==> src/rtl/b_sat_pkg.sv <==
// rtl/b_sat_pkg.sv - shared B_VPE sizing, widths and clause-loader types
package b_sat_pkg;

    localparam int NUM_VAR    = 60;
    localparam int NUM_CLAUSE = 32;
    localparam int GROUP_SIZE = 4;

    localparam int ROW_W     = $clog2(NUM_VAR);
    localparam int IDX_W     = $clog2(NUM_CLAUSE);
    localparam int GRP_W     = NUM_CLAUSE / GROUP_SIZE;
    localparam int GRP_SHIFT = $clog2(GROUP_SIZE);
    localparam int GRP_IDX_W = IDX_W - GRP_SHIFT;

    localparam logic [ROW_W-1:0] LAST_ROW = ROW_W'(NUM_VAR - 1);

    typedef enum logic [1:0] {
        ST_IDLE   = 2'd0,
        ST_WRITE  = 2'd1,
        ST_FINISH = 2'd2
    } loader_state_e;

    // Polarity is stored already masked by presence.
    typedef struct packed {
        logic [IDX_W-1:0]   idx;
        logic [NUM_VAR-1:0] present;
        logic [NUM_VAR-1:0] pol;
        logic               last;
    } clause_desc_t;

endpackage

==> src/rtl/b_wl_decoder.sv <==
// rtl/b_wl_decoder.sv - row index to one-hot wordline select
module b_wl_decoder
    import b_sat_pkg::*;
(
    input  logic [ROW_W-1:0]   row_i,
    output logic [NUM_VAR-1:0] wl_sw_o
);

    // Indices past the last row match no bit and decode to all-zero.
    always_comb begin
        wl_sw_o = '0;
        for (int i = 0; i < NUM_VAR; i++) begin
            wl_sw_o[i] = (row_i == ROW_W'(i));
        end
    end

endmodule

==> src/rtl/b_clause_loader.sv <==
// rtl/b_clause_loader.sv - serialises clause descriptors into PE SRAM write cycles
module b_clause_loader
    import b_sat_pkg::*;
(
    input  logic                  clk_i,
    input  logic                  reset_i,
    input  logic                  in_valid_i,
    output logic                  in_ready_o,
    input  logic [IDX_W-1:0]      in_clause_idx_i,
    input  logic [NUM_VAR-1:0]    in_lit_present_i,
    input  logic [NUM_VAR-1:0]    in_lit_pol_i,
    input  logic                  in_last_i,
    output logic [NUM_VAR-1:0]    wl_sw_o,
    output logic                  wl_sign_o,
    output logic [GRP_W-1:0]      bl_en_o,
    output logic [NUM_CLAUSE-1:0] bl_si_o,
    output logic [NUM_CLAUSE-1:0] bl_sl_o,
    output logic [NUM_CLAUSE-1:0] bl_sr_o,
    output logic                  sram_state_o,
    output logic                  busy_o,
    output logic                  clause_done_o,
    output logic                  load_done_o
);

    loader_state_e state_q, state_d;
    logic [ROW_W-1:0] row_q, row_d;
    logic             sign_q, sign_d;
    clause_desc_t     desc_q, desc_d;

    logic                  in_ready_q, in_ready_d;
    logic [NUM_VAR-1:0]    wl_sw_q, wl_sw_d;
    logic                  wl_sign_q, wl_sign_d;
    logic [GRP_W-1:0]      bl_en_q, bl_en_d;
    logic [NUM_CLAUSE-1:0] bl_si_q, bl_si_d;
    logic [NUM_CLAUSE-1:0] bl_sl_q, bl_sl_d;
    logic                  sram_state_q, sram_state_d;
    logic                  busy_q, busy_d;
    logic                  clause_done_q, clause_done_d;
    logic                  load_done_q, load_done_d;

    logic [NUM_VAR-1:0]    row_onehot;
    logic [GRP_IDX_W-1:0]  grp_idx;
    logic                  wr_active;
    logic                  wr_bit;

    b_wl_decoder u_wl_decoder (
        .row_i   (row_d),
        .wl_sw_o (row_onehot)
    );

    always_comb begin
        state_d = state_q;
        row_d   = row_q;
        sign_d  = sign_q;
        desc_d  = desc_q;
        case (state_q)
            ST_IDLE: begin
                if (in_valid_i) begin
                    desc_d.idx     = in_clause_idx_i;
                    desc_d.present = in_lit_present_i;
                    desc_d.pol     = in_lit_pol_i & in_lit_present_i;
                    desc_d.last    = in_last_i;
                    row_d          = '0;
                    sign_d         = 1'b0;
                    state_d        = ST_WRITE;
                end
            end
            ST_WRITE: begin
                if (row_q == LAST_ROW && sign_q) begin
                    state_d = ST_FINISH;
                end else begin
                    // Presence plane then polarity plane for each row.
                    sign_d = ~sign_q;
                    if (sign_q) begin
                        row_d = row_q + ROW_W'(1);
                    end
                end
            end
            ST_FINISH: state_d = ST_IDLE;
            default:   state_d = ST_IDLE;
        endcase
    end

    // Outputs are decoded from next state so the registered pins line up
    // with the cycle the state is entered.
    always_comb begin
        wr_active     = (state_d == ST_WRITE);
        wr_bit        = sign_d ? desc_d.pol[row_d] : desc_d.present[row_d];
        grp_idx       = desc_d.idx[IDX_W-1:GRP_SHIFT];
        in_ready_d    = (state_d == ST_IDLE);
        busy_d        = (state_d != ST_IDLE);
        sram_state_d  = wr_active;
        clause_done_d = (state_d == ST_FINISH);
        load_done_d   = (state_d == ST_FINISH) && desc_d.last;
        wl_sw_d       = '0;
        wl_sign_d     = 1'b0;
        bl_en_d       = '0;
        bl_si_d       = '0;
        bl_sl_d       = '0;
        if (wr_active) begin
            wl_sw_d              = row_onehot;
            wl_sign_d            = sign_d;
            bl_en_d[grp_idx]     = 1'b1;
            bl_sl_d[desc_d.idx]  = 1'b1;
            bl_si_d[desc_d.idx]  = wr_bit;
        end
    end

    always_ff @(posedge clk_i) begin
        if (reset_i) begin
            state_q       <= ST_IDLE;
            row_q         <= '0;
            sign_q        <= 1'b0;
            desc_q        <= '0;
            in_ready_q    <= 1'b1;
            wl_sw_q       <= '0;
            wl_sign_q     <= 1'b0;
            bl_en_q       <= '0;
            bl_si_q       <= '0;
            bl_sl_q       <= '0;
            sram_state_q  <= 1'b0;
            busy_q        <= 1'b0;
            clause_done_q <= 1'b0;
            load_done_q   <= 1'b0;
        end else begin
            state_q       <= state_d;
            row_q         <= row_d;
            sign_q        <= sign_d;
            desc_q        <= desc_d;
            in_ready_q    <= in_ready_d;
            wl_sw_q       <= wl_sw_d;
            wl_sign_q     <= wl_sign_d;
            bl_en_q       <= bl_en_d;
            bl_si_q       <= bl_si_d;
            bl_sl_q       <= bl_sl_d;
            sram_state_q  <= sram_state_d;
            busy_q        <= busy_d;
            clause_done_q <= clause_done_d;
            load_done_q   <= load_done_d;
        end
    end

    assign in_ready_o    = in_ready_q;
    assign wl_sw_o       = wl_sw_q;
    assign wl_sign_o     = wl_sign_q;
    assign bl_en_o       = bl_en_q;
    assign bl_si_o       = bl_si_q;
    assign bl_sl_o       = bl_sl_q;
    assign bl_sr_o       = '0;
    assign sram_state_o  = sram_state_q;
    assign busy_o        = busy_q;
    assign clause_done_o = clause_done_q;
    assign load_done_o   = load_done_q;

endmodule
==> config.mk <==
export PLATFORM = sky130hd
export DESIGN_NAME = b_clause_loader
export DESIGN_NICKNAME = d
export VERILOG_FILES = /design/src/rtl/b_sat_pkg.sv /design/src/rtl/b_wl_decoder.sv /design/src/rtl/b_clause_loader.sv
export SDC_FILE = /design/constraint.sdc
export NUM_CORES = 1
export LEC_CHECK = 0
export CAP_MARGIN = 10
export CORE_MARGIN = 2
export CORE_UTILIZATION = 47
export DETAILED_ROUTE_END_ITERATION = 12
export GPL_ROUTABILITY_DRIVEN = 0
export PLACE_DENSITY = 0.81
export REMOVE_ABC_BUFFERS = 1
export SLEW_MARGIN = 15
export SYNTH_ARGS = -nofsm -noshare
export SYNTH_HDL_FRONTEND = slang
export SYNTH_SLANG_ARGS = --single-unit
==> constraint.sdc <==
create_clock -name clk_i -period 3.9 [get_ports clk_i]
set_input_delay 0.585 -clock clk_i [delete_from_list [all_inputs] [get_ports clk_i]]
set_output_delay 0.585 -clock clk_i [all_outputs]
set_load 0.005 [all_outputs]
==> flow_metrics.py, run 1 <==
# Generated from Yosys and OpenROAD reports
metrics = {
    "outcome": {
        "status": "finished, final reports clean",
    },
    "clock_tree": {
        "clkLatencyLatePin_ns": 0.53,
        "ctsHtreeMaxLevel": 1,
        "cts_buffers": 27,
        "cts_tree": "done",
        "cts_max_path_buffers": 3,
        "cts.clk_slew.worst_paths_ns": 0.06,
        "cts.sinks": 273,
        "clock-root-buffer": "clkbuf_16",
    },
    "layout": {
        "instances_no_fill": 1645,
        "largest_register": "desc_q",
        "drive_above_1_share_pct": 8.645,
        "biggestCellCategory": "sequential cells",
        "comb_area_sq_um": 4284,
        "inverters": 16,
        "buffers": 297,
        "largest_reg_flops": 126,
        "seq_cell_count": 273,
        "syn2layout_area_growth_pct": 36.08,
        "lay_top_count": "dfxtp_1",
        "finalNetCount": 1475,
        "antennaDiodeCount": 0,
        "num-multi-input-gates": 730,
        "clkbuf_count": 38,
        "sh_comb_area_pct": 30.59,
        "nonClkBufAreaFrac_pct": 21.19,
        "lay_top_cells": "dfxtp_1 (273), clkdlybuf4s50_1 (265), nor2_1 (204)",
        "clock_cell_area_share_pct": 6.280,
    },
    "global_routing": {
        "grt_overflow": 0,
        "grt_max_degree": 86,
        "antenna_found_initial": 0,
        "use_met3_pct": 3.480,
        "use_met2_pct": 39.83,
        "busiest_layer": "met2",
        "grt_pass1_wl_mm": 45.59,
        "grtUsageMet1_pct": 31.99,
        "grt_pass1_vias": 8546,
    },
    "route": {
        "drt-initial-drc-count": 694,
        "met1_length_mm": 11.96,
        "antenna_left": 0,
        "wl_per_cell_um": 17.39,
        "vias_per_cell": 5.417,
        "met3_length_mm": 2.314,
        "highest_layer": "met4",
        "route.met2.wl_mm": 13.47,
        "drc": 0,
    },
    "yosys": {
        "yosys.area_share.adder_pct": 0.1216,
        "aoi_share_pct": 13.03,
        "simple_gate_area_share_pct": 20.48,
        "synth_flops": 273,
        "ys_types": 72,
        "synth.cell_area_sq_um": 10290,
        "ys_cells": 1096,
        "synth.logic.top_family": "simple AND/OR/NAND/NOR gates",
        "dominantRegCellSynth": "dfxtp_1",
        "yosys_warnings": 0,
        "synth_chip_area_sq_um": 10290,
        "synth_seq_share_pct": 53.09,
        "synth-edff-count": 0,
        "async_reset_ff_share_pct": 0,
        "ys_sh_xor_pct": 0.1580,
        "syn_inst": 1096,
        "muxShareOfSynthArea_pct": 6.211,
    },
    "power_and_ir_drop": {
        "power-top-group": "registers",
        "p_sw_mw": 1.441,
        "internal_power_mw": 4.668,
        "powerDensity_nw_per_um2": 436.2,
        "clkPwrFrac_pct": 42.0,
        "power_frac_seq_pct": 47.4,
        "ir_drop_mv": 0.2594,
        "power.leakage_nw": 5.441,
        "clock_net_power_mw": 2.56,
        "switching_share_pct": 23.59,
        "p_comb_share_pct": 10.6,
    },
    "critical_path": {
        "cp-start-kind": "flop",
        "critPathCaptureType": "flop",
        "crit_cells": 11,
        "crit_required_ns": 4.29,
        "crit_chain": "ha_1 > and4_1 > a21o_2 > mux2_4 > o22ai_1 > o31a_1 > a2111oi_1 > nor3_1 > nor3_4 > buf_12 > nor4_1",
        "endpoint": "bl_si_o[8]",
        "critPathLaunch": "row_q[1]",
        "crit_buf_inv": 1,
        "crit_type": "reg -> reg",
        "r2r_cells": 11,
        "r2r_end": "bl_si_o[8]",
        "critPathMaxFanout": 32,
        "crit_slowest_cell": "a2111oi_1",
        "ff2ff_setup_slack_ns": 0.12,
        "cpLargestDelayFamily": "AND-OR/OR-AND gates",
        "critPathMaxStageDelay_ns": 0.57,
        "r2r-start": "row_q[1]",
    },
    "die": {
        "row_count": 54,
        "die_x_um": 152.0,
        "die_area_sq_um": 23100,
        "tapCellCount": 280,
        "pin_count": 299,
        "die_h_um": 152.0,
    },
    "min_path": {
        "holdPathStages": 2,
        "hp-class": "reg -> reg",
        "min_from": "desc_q[28]",
        "holdPathEnd": "desc_q[28]",
    },
    "sta": {
        "layout_min_cycle_time_ns": 3.779,
        "setup_violations": 0,
        "fin_ws_ns": 0.1208,
        "period_used_pct": 96.90,
        "grt_setup_unrepaired": "false",
        "drv_slew": 0,
        "clock_skew_ns": 0.01414,
        "max_freq_mhz": 264.6,
        "final_hold_viol_count": 0,
        "tns_ns": 0,
        "relSlewSlack_pct": 41.08,
    },
    "placement": {
        "post-place-cells": 1596,
        "portBuffers": 266,
        "dp_hpwl_mm": 20.10,
        "post-place-ws_ns": -0.1972,
    },
    "flow_run": {
        "log.warning_count": 25,
    },
}
==> run 1: synthesized netlist by cell type (all sizes together) (3+ instances only) <==
| master | n | area, sq um |
|---|---|---|
| a21oi | 87 | 439.2 |
| a31oi | 7 | 43.79 |
| buf | 76 | 526.8 |
| nor2 | 206 | 778.2 |
| o22ai | 18 | 126.4 |
| a21o | 6 | 46.30 |
| o22a | 8 | 70.07 |
| a2111oi | 4 | 48.80 |
| nand3 | 35 | 175.2 |
| o21ai | 11 | 58.81 |
| nand2b | 5 | 31.28 |
| or2 | 3 | 18.77 |
| clkbuf | 32 | 120.1 |
| a22oi | 9 | 77.57 |
| nor3b | 4 | 41.29 |
| o31a | 9 | 78.83 |
| nand4 | 3 | 18.77 |
| o221ai | 14 | 141.4 |
| nor3 | 29 | 161.4 |
| dfxtp | 273 | 5465 |
| o31ai | 3 | 22.52 |
| nor2b | 6 | 37.54 |
| nor4 | 32 | 244.0 |
| nand3b | 6 | 57.56 |
| o311ai | 3 | 26.28 |
| a211oi | 3 | 32.53 |
| nand2 | 65 | 246.5 |
| and3 | 40 | 250.2 |
| inv | 16 | 60.05 |
| mux2i | 62 | 624.4 |
==> run 1: timing repair <==
action,4_1_cts,5_1_grt
hold buffers,0,0
gates resized,0,3
setup endpoints to repair,0,32
==> run 1: through the flow <==
stage	hold slack, ns	instance area, sq um	utilization [%]	power [mW]
final	0.4575	14010	64.58	6.110
after global routing	0.4801	14010	64.58	6.311
after CTS	0.4606	14000	64.54	6.145
after detailed placement	0.4525	13120	60.49	3.596
after global placement	0.4435	13120	60.49	3.582
after floorplan	0.4264	9763	-	3.278
Figure 1. Signal wires by layer (run 1).
(3 px per um)
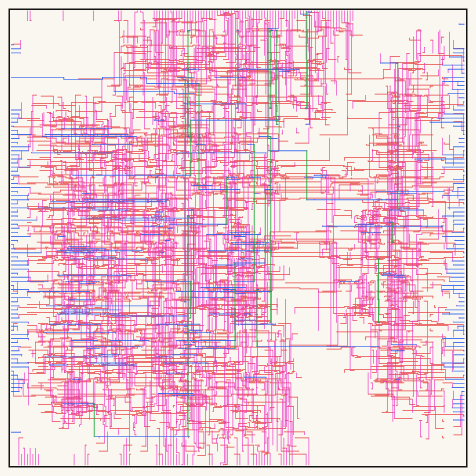
Key: red = metal 1 [wire length 12,000 um]; blue = metal 3 [wire length 2,310 um]; magenta = metal 2 [wire length 13,500 um]; green = metal 4 [wire length 860 um]
wirelength, routed: 28.60 mm
GRT Util Overall: 23.83%
vias: 8,911

Figure 2. Signal wires on met4 (run 1).
(4 px per um) Supply wires on this layer in gray.
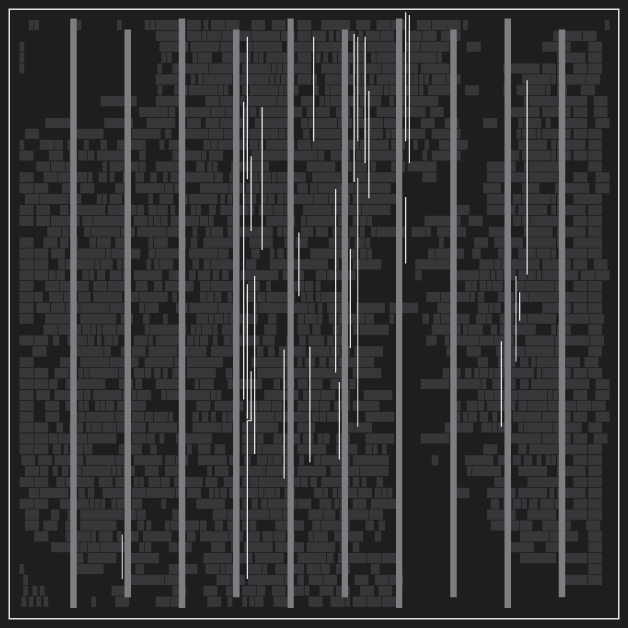
The layer carries 860 um of wire. The layer holds 3.0% of the routed length. The longest straight run is 74.1 um. The wires run mostly vertical.

Figure 3. Local utilization (run 1).
(2 px per um) The die is cut into 15 by 15 equal tiles; white is low, dark blue is high, 0 to 100% covered.
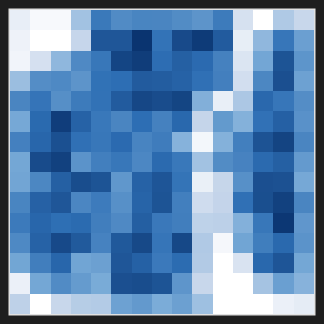
The fullest tile reaches 98%. The mean over all tiles is 59%. 4.4% of the tiles are nearly empty. 31% of the tiles are over 75% full.
core area: 21,690 sq um
Initial Util: 47.46%
utilization after layout: 64.58%

Figure 4. Sequential cells colored by netlist name (run 1).
(3 px per um) Other sequential cells in the stronger gray, the rest of the logic in the fainter gray.
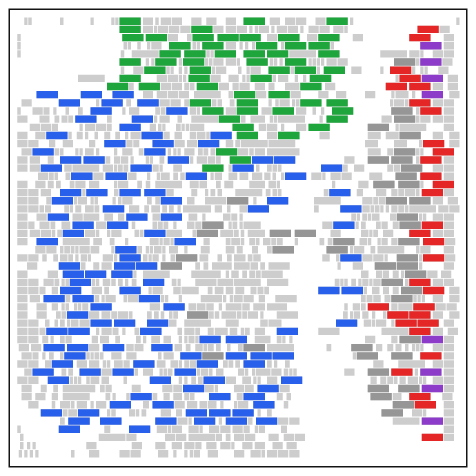
Key: blue = `desc_q` [placed flops 126]; green = `wl_sw_o` [placed flops 60, where north]; purple = `bl_en_o` [placed flops 8]; red = `bl_sl_o` [placed flops 32, where a vertical strip on the right]
Another 47 sequential cells are not colored.
Reg area: 5465 sq um
seq pwr: 2.90 mW
flop share of the area: 39.02%

Figure 5. Clock wiring as the flow saved it (run 1).
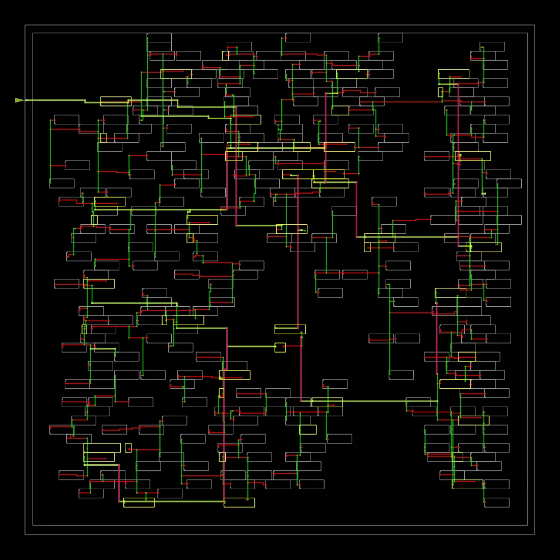

==> run 1 -> run 2 <==
- ABC_AREA: not set -> 1
- CORE_MARGIN: 2 -> 1
- CORE_UTILIZATION: 47 -> 48
- PLACE_DENSITY: 0.81 -> 0.82
Figure 6. Clock wiring as the flow saved it (run 2).
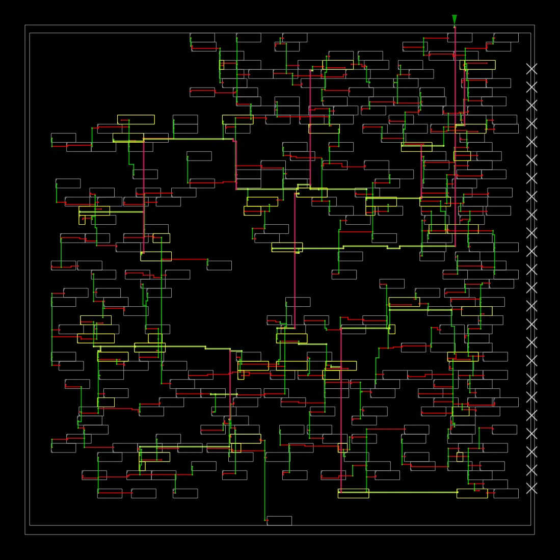
# clock sinks: 273
Max Clock Skew: 0.01947 ns
Clk. pwr: 2.70 mW
# clk buffers: 38

==> flow_metrics.py, run 2 <==
# Generated from Yosys and OpenROAD reports
metrics = {
    "outcome": {
        "status": "finished with violations",
        "violations": "design-rule violations",
    },
    "flow_run": {
        "log.warning_count": 25,
        "maxCapViolations": 0,
    },
    "global_routing": {
        "antenna_found_initial": 0,
        "grt_max_degree": 77,
        "grt_pass1_vias": 9614,
        "grt_pass1_wl_mm": 46.53,
        "grt_overflow": 0,
    },
    "layout": {
        "instances_no_fill": 2054,
        "largest_reg_flops": 126,
        "drive_above_1_share_pct": 5.130,
        "post-route-cell-area_sq_um": 14380,
        "final_util_pct": 65.49,
        "lay_top_cells": "nand2_1 (577), dfxtp_1 (273), clkdlybuf4s50_1 (265)",
        "syn2layout_area_growth_pct": 33.19,
        "antennaDiodeCount": 0,
        "lay_top_count": "nand2_1",
        "largest_register": "desc_q",
        "finalNetCount": 1885,
    },
    "route": {
        "firstDrtPassIters": 8,
        "drc": 48,
        "antenna_left": 0,
        "vias_per_cell": 4.930,
        "drt-initial-drc-count": 673,
    },
    "die": {
        "row_count": 54,
        "pin_count": 299,
        "die_h_um": 152.0,
        "initial_core_util_pct": 49.17,
        "die_area_sq_um": 23100,
        "core_sq_um": 21960,
        "die_x_um": 152.0,
    },
    "clock_tree": {
        "cts_buffers": 28,
        "cts_tree": "done",
        "clock-root-buffer": "clkbuf_16",
        "ctsHtreeMaxLevel": 1,
        "cts_resized": 0,
        "cts_max_path_buffers": 3,
        "clkLatencyLatePin_ns": 0.53,
        "cts_hold_buf": 0,
        "cts_setup_buffers": 0,
        "cts.clk_slew.worst_paths_ns": 0.07,
    },
    "yosys": {
        "ys_types": 31,
        "yosys_warnings": 0,
        "synth_chip_area_sq_um": 10800,
        "yosys.area_share.adder_pct": 0.1159,
        "synth-edff-count": 0,
        "syn_avg_cell_area_sq_um": 7.104,
        "aoi_share_pct": 6.756,
        "top_area_share_pct": 50.61,
        "synth_flops": 273,
        "topCellsByArea": "dfxtp_1 (51%), nand2_1 (20%), nor2_1 (6.8%)",
        "syn_inst": 1520,
        "simple_gate_area_share_pct": 33.35,
        "synthTopCellsByCount": "nand2_1 (577), dfxtp_1 (273), nor2_1 (196)",
        "ys_sh_xor_pct": 0.1622,
        "synth.logic.top_family": "simple AND/OR/NAND/NOR gates",
        "largest_area_cell": "dfxtp_1",
        "ys_cells": 1520,
        "async_reset_ff_share_pct": 0,
        "synth_seq_share_pct": 50.61,
        "dominantRegCellSynth": "dfxtp_1",
        "most_common_cell": "nand2_1",
        "synth.cell_area_sq_um": 10800,
        "muxShareOfSynthArea_pct": 0,
    },
    "sta": {
        "layout_min_cycle_time_ns": 3.442,
        "drv_slew": 0,
        "setup_violations": 0,
        "final_hold_viol_count": 0,
        "fin_hold_ws_ns": 0.4703,
        "tns_ns": 0,
        "max_freq_mhz": 290.5,
        "fin_ws_ns": 0.4581,
        "grt_setup_unrepaired": "false",
        "relSlewSlack_pct": 27.86,
        "period_used_pct": 88.25,
        "worst_pin_slew_ns": 1.082,
    },
    "critical_path": {
        "critPathCaptureType": "flop",
        "cp-start-kind": "flop",
        "crit_type": "reg -> reg",
        "critPathMaxFanout": 40,
        "r2r_cells": 20,
        "critPathMaxStageDelay_ns": 0.42,
        "crit_required_ns": 4.33,
        "cp_common_cell": "nand2_1",
        "crit_slowest_cell": "buf_4",
        "arrival_ns": 3.88,
        "crit_chain": "ha_1 > nand2_1 > inv_2 > nand3_2 > nand3_2 > nand2_2 > nand2_4 > buf_4 > nand2_1 > nand2_1 > nand2_1 > nand2_1 > nand2_1 > nand2_1 > nor2_1 > nor2_1 > nor2_1 > nand3_1 > nand2_2 > nor2_1",
    },
    "power_and_ir_drop": {
        "powerDensity_nw_per_um2": 440.5,
        "ir_drop_mv": 0.2637,
        "power.leakage_nw": 6.522,
        "power_mw": 6.335,
    },
    "min_path": {
        "hp-class": "reg -> reg",
        "holdPathStages": 2,
    },
    "placement": {
        "portBuffers": 266,
        "dp_hpwl_mm": 20.04,
        "post-place-cells": 2005,
        "post-place-ws_ns": 0.1096,
        "placed_cell_area_sq_um": 13430,
    },
}
Figure 7. Signal wires by layer (run 2).
(3 px per um)
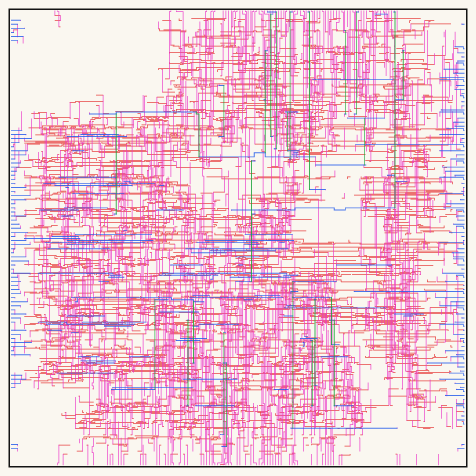
Key: blue = metal 3 [wire length 1,980 um]; magenta = metal 2 [wire length 13,800 um]; red = metal 1 [wire length 12,000 um]; green = metal 4 [wire length 791 um]
GRT Util Overall: 24.48%
Wirelength per Cell: 13.92 um
vias: 10.13k
wirelength, routed: 28.60 mm

run 2: kinds of logic (layout without fill, tap and decap cells):
| logic type | after synthesis | after routing |
|---|---|---|
| other | 1 | 32 |
| adder cells (fa/ha/maj) | 1 | 1 |
| flip-flops | 273 | 273 |
| buffers and inverters | 199 | 422 |
| XOR/XNOR | 2 | 2 |
| AND/OR/NAND/NOR | 901 | 901 |
| AND-OR/OR-AND | 143 | 143 |
run 2: worst paths after layout:
kind / startpoint / end / slack, ns
hold reg to reg: desc_q[8] / desc_q[8] / 0.47
hold / removal: desc_q[8] / desc_q[8] / 0.47
setup reg to reg: row_q[0] / bl_si_o[28] / 0.46
setup / recovery: row_q[0] / bl_si_o[28] / 0.46
run 2: cell type report:
class | count | area (sq um)
fill | 1849 | 7577
sequential | 273 | 5465
multi-input combinational | 1079 | 4493
timing repair buffer | 279 | 2770
clock buffer | 38 | 829.5
inverter | 94 | 354.1
tap | 280 | 350.3
clock inverter | 11 | 118.9
run 2: routing by layer:
metal  part of all wire [%]  GRT usage, %
met5                      0             0
met4                    2.8         8.358
met3                    6.9         3.423
met2                     48         43.39
met1                     42         30.48
run 2: worst max-delay path, delay by kind of cell (launching register included):
family | cells | cell delay, ns
buf+inv | 2 | 0.49
fa+ha+maj | 1 | 0.18
flops | 1 | 0.34
simple gates | 17 | 2.29
run 2: power breakdown:
group	switching [mW]	internal, mW	leakage, nW
Combinational	0.448	0.287	3.84
Clock	1.08	1.62	0.464
Sequential	0.0246	2.87	2.22
Power figures rest on the tool's default switching activity, not on a simulated workload.
